**Placement by cell class**

Bar = 50 µm.
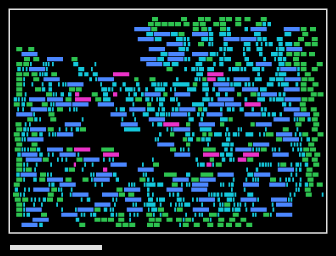
**Selected gate families**

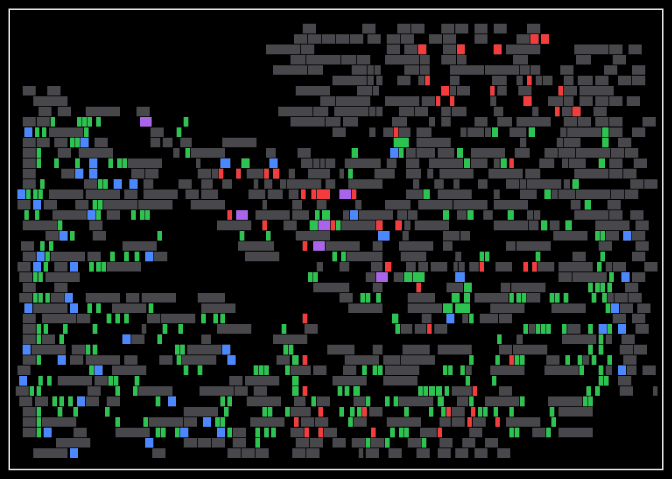
**Clock distribution**

Bar = 50 µm.
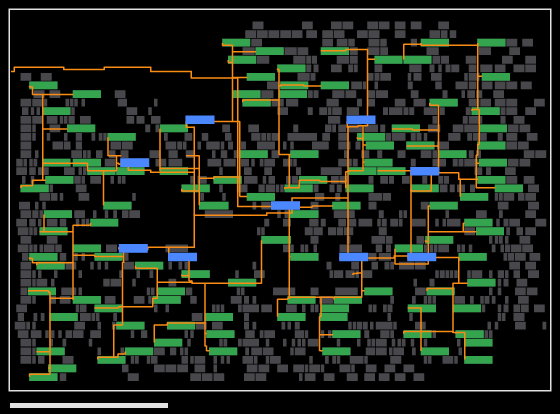
==> config.mk <==
export PLATFORM = sky130hd
export DESIGN_NAME = lsu_ctrl
export DESIGN_NICKNAME = d
export VERILOG_FILES = /design/src/rtl/lsu_ctrl.sv
export SDC_FILE = /design/constraint.sdc
export NUM_CORES = 1
export LEC_CHECK = 0
export CAP_MARGIN = 20
export CORE_ASPECT_RATIO = 0.7
export CORE_UTILIZATION = 30
export DETAILED_ROUTE_END_ITERATION = 6
export SYNTH_ARGS = -nofsm -noshare
export SYNTH_HDL_FRONTEND = slang
export SYNTH_SLANG_ARGS = --single-unit
==> constraint.sdc <==
create_clock -name clk -period 3.7 [get_ports clk]
set_clock_uncertainty 0.2 [all_clocks]
set_input_delay 1.11 -clock clk [delete_from_list [all_inputs] [get_ports clk]]
set_output_delay 1.11 -clock clk [all_outputs]
set_load 0.005 [all_outputs]
==> impl_metrics.csv <==
group,metric,value,unit
run_status,outcome,"completed",
worst_setup_path,endpoint_kind,"output pin",
timing,drv_slew,0,
synth,ys_types,51,
global_route,grt_max_degree,66,
synth,synth_area_per_cell,8.598,µm²
worst_setup_path,worst-path-buf-inv,5,
power,power.leakage,3.957,nW
cts,h-tree-depth,3,
cts,root_buffer,"clkbuf_16",
worst_setup_path,path_cells,"inv_1, ha_4, clkinvlp_4, buf_4, buf_4, a21oi_1, clkdlybuf4s50_1",
layout,final_cell_mix,"nand2_1 (227), clkdlybuf4s50_1 (204), dfrtp_1 (107), a21oi_1 (46), nor2_1 (40)",
timing,hold_viol,0,
worst_setup_path,crit_fanout,11,
place,post_dp_cell_area,0.008396,mm²
die,die_area,0.02064,mm²
cts,cts_buffers,9,
cts,clkTransAtPathRegs,0.07,ns
synth,ys_seq_share,0.4574,
place,io_buffer_count,208,
layout,layout-drive-gt1-share,0.1114,
global_route,grt_pass1_wl,30750,µm
synth,synthTopCellsByArea,"dfrtp_1 (46%), nand2_1 (14%), mux2_2 (4.7%)",
global_route,grt-ovfl-total,0,
worst_setup_path,cpMostUsedCell,"buf_4",
job,warning_count,33,
routing,wire_per_inst,17.26,µm
synth,edf_count,0,
cts,cts_hold_buf,0,
timing,whs,0.2665,ns
power,power_frac_comb,0.534,
synth,yosys_warnings,0,
min_path,holdPathStages,2,
layout,final_core_util,0.4563,
power,internal_power,3.974,mW
worst_setup_path,critical-path-slowest-cell,"clkdlybuf4s50_1",
worst_setup_path,path_class,"reg2out",
synth,synth_flop_count,110,
timing,worst_slew_pin_slew,0.8801,ns
place,post-dp-hpwl,14240,µm
synth,ys_async_sr_fraction,1.000,
synth,top_area_cell,"dfrtp_1",
routing,wl,20080,µm
timing,fin_crit_sh,0.9922,
routing,via_per_inst,4.758,
routing,drtIter0Drc,424,
synth,synthDominantCellAreaShare,0.4574,
routing,drt-pass1-iter-count,4,
cts,cts.path.max_buffers,2,
worst_setup_path,r2r_slack,0.77,ns
layout,area_delta_synth_final,46.24,%
timing,max_slew_margin,0.4133,
routing,drc,0,
routing,num_vias,5533,
synth,netlist_area,0.006018,mm²
power,power_density,761.0,mW/mm²
cts,cts_sinks,110,
power,power,6.697,mW
global_route,antenna_found_initial,1,
job,maxCapViolCount,0,
worst_setup_path,reg2regPathDepth,8,
timing,setup_viol,0,
global_route,track_usage,0.1962,
synth,syn_inst,700,
die,dieWidth,171.3,µm
timing,fmax,272.4,MHz
die,fp_util,0.3121,
place,gp_congestion,0.8133,
worst_setup_path,crit_cells,7,
synth,yosys_area,0.006018,mm²
power,p_seq_frac,0.322,
synth,yosys_cells,700,
timing,period_needed,3.671,ns
routing,drtAntennaViolNets,0,
worst_setup_path,critPathTopFamily,"buffers and inverters",
die,ios,211,
timing,rsz0062_at_grt,"yes",
power,p_sw_frac,0.4066,
worst_setup_path,worstPathRequired,2.39,ns
global_route,grt_pass1_vias,5386,
synth,ys_dominant_reg_cell,"dfrtp_1",
worst_setup_path,cp.arrival,2.36,ns
min_path,hold_path_class,"reg2reg",
worst_setup_path,start_kind,"register",
layout,final_nets,1006,
cts,cts_tree,"yes",
power,p_switching,2.723,mW
power,ir_worst_vdd,0.2989,mV
die,fp.dieH,120.5,µm
worst_setup_path,cp_slowest_stage_delay,0.54,ns
About 'placement by cell class':
clock drivers and dummy loads: drawn in magenta, cells 16, share of their area 3.4%. flops: drawn in blue, cells 110, share of their area 33%. other buffers and delay cells: drawn in green, cells 232, share of their area 27%. combinational and other logic: drawn in cyan, cells 540, share of their area 37%.
FP Rows: 42
final instance area: 0.008801 mm²
core box area: 0.01929 mm²

About 'selected gate families':
NOR gates: drawn in red, cells 53. NAND gates: drawn in green, cells 264. XOR/XNOR gates: drawn in purple, cells 6, where centre. AND and OR gates: drawn in blue, cells 46.
Finished Layout Cells: 1163
most numerous logic cell after layout: nand2_1
Comb/total area: 0.3477

About 'clock distribution':
clock wires: drawn in orange, length 1580 µm. flip-flops: drawn in green, count 110. clock drivers: drawn in blue, count 9.
There are 10 routed clock nets.
Clock Power Share: 0.143
Clk. pwr: 0.961 mW
clk ins delay skew pair: 0.36 ns

## cells by family (layout without fill, tap and decap cells)
group / Yosys count / count (layout) / share of synthesized area
AOI/OAI and AO/OA: 108 / 108 / 0.1324
xor gates and xnor gates: 6 / 6 / 0.008732
adders and majority gates: 9 / 9 / 0.01871
buffers and inverters: 60 / 257 / 0.04428
DFF: 110 / 110 / 0.4574
muxes: 43 / 43 / 0.07671
other: 1 / 3 / 0.0006231
and+or+nand+nor: 363 / 363 / 0.2611
## power groups by stage
stage / sequential, mW / clock [mW] / combinational, mW
after global placement: 2.16 / 0 / 3.45
after detailed placement: 2.16 / 0 / 3.49
after global routing: 2.23 / 1.04 / 3.93
after CTS: 2.16 / 1.00 / 3.57
after floorplan: 2.02 / 0 / 2.03
final: 2.16 / 0.961 / 3.58
## cell usage after synthesis (5+ instances only)
library cell	n
a211oi_1	16
a21oi_1	46
mux2i_1	18
nand2_1	229
nor2b_1	8
ha_1	9
o31ai_1	7
clkbuf_1	29
nand3_1	27
inv_1	7
nor2_1	40
dfrtp_1	110
buf_1	8
o31ai_2	10
buf_2	9
mux2_2	25
xor2_1	5
and2_1	40
a311oi_1	8
## layout make-up
type                    count  area [µm²]
clock buffers              12       256.5
well taps                 264       330.3
fillers                  1938       10490
inverters                   8       35.03
multi-input cells         531        3060
repair inverters            1       7.507
repair buffers            232        2321
clock inverters             4       31.28
diodes                      1       2.502
flip-flops and latches    110        2756
## layer usage
layer,vias to the layer above,global-route usage,part of all wire
met5,-,0,0
met4,0,0.03348,0.0077
met3,15,0.07136,0.10
met2,202,0.2701,0.40
met1,2602,0.2920,0.49
li1,2714,-,-
## through the flow
stage	instances	TNS [ns]	worst slack [ns]
after floorplan	701	0	0.4132
after global placement	1140	0	0.1752
after detailed placement	1140	0	0.1285
after CTS	1159	0	0.0002141
after global routing	1162	-0.06880	-0.03716
final	1163	0	0.02873
## repair_timing
| action | CTS | global route |
|---|---|---|
| endpoints found under the hold margin | 0 | 0 |
| setup buffers | 2 | 3 |
| cloned | 1 | 0 |
| endpoints found under the setup margin | 21 | 18 |
| resized | 11 | 9 |
## worst min-delay path: stages, from the launching register on
cell and delay, ns:
dfrtp_1 0.34, nand2_1 0.05, nand2_1 0.05
Power figures rest on the tool's default switching activity, not on a simulated workload.
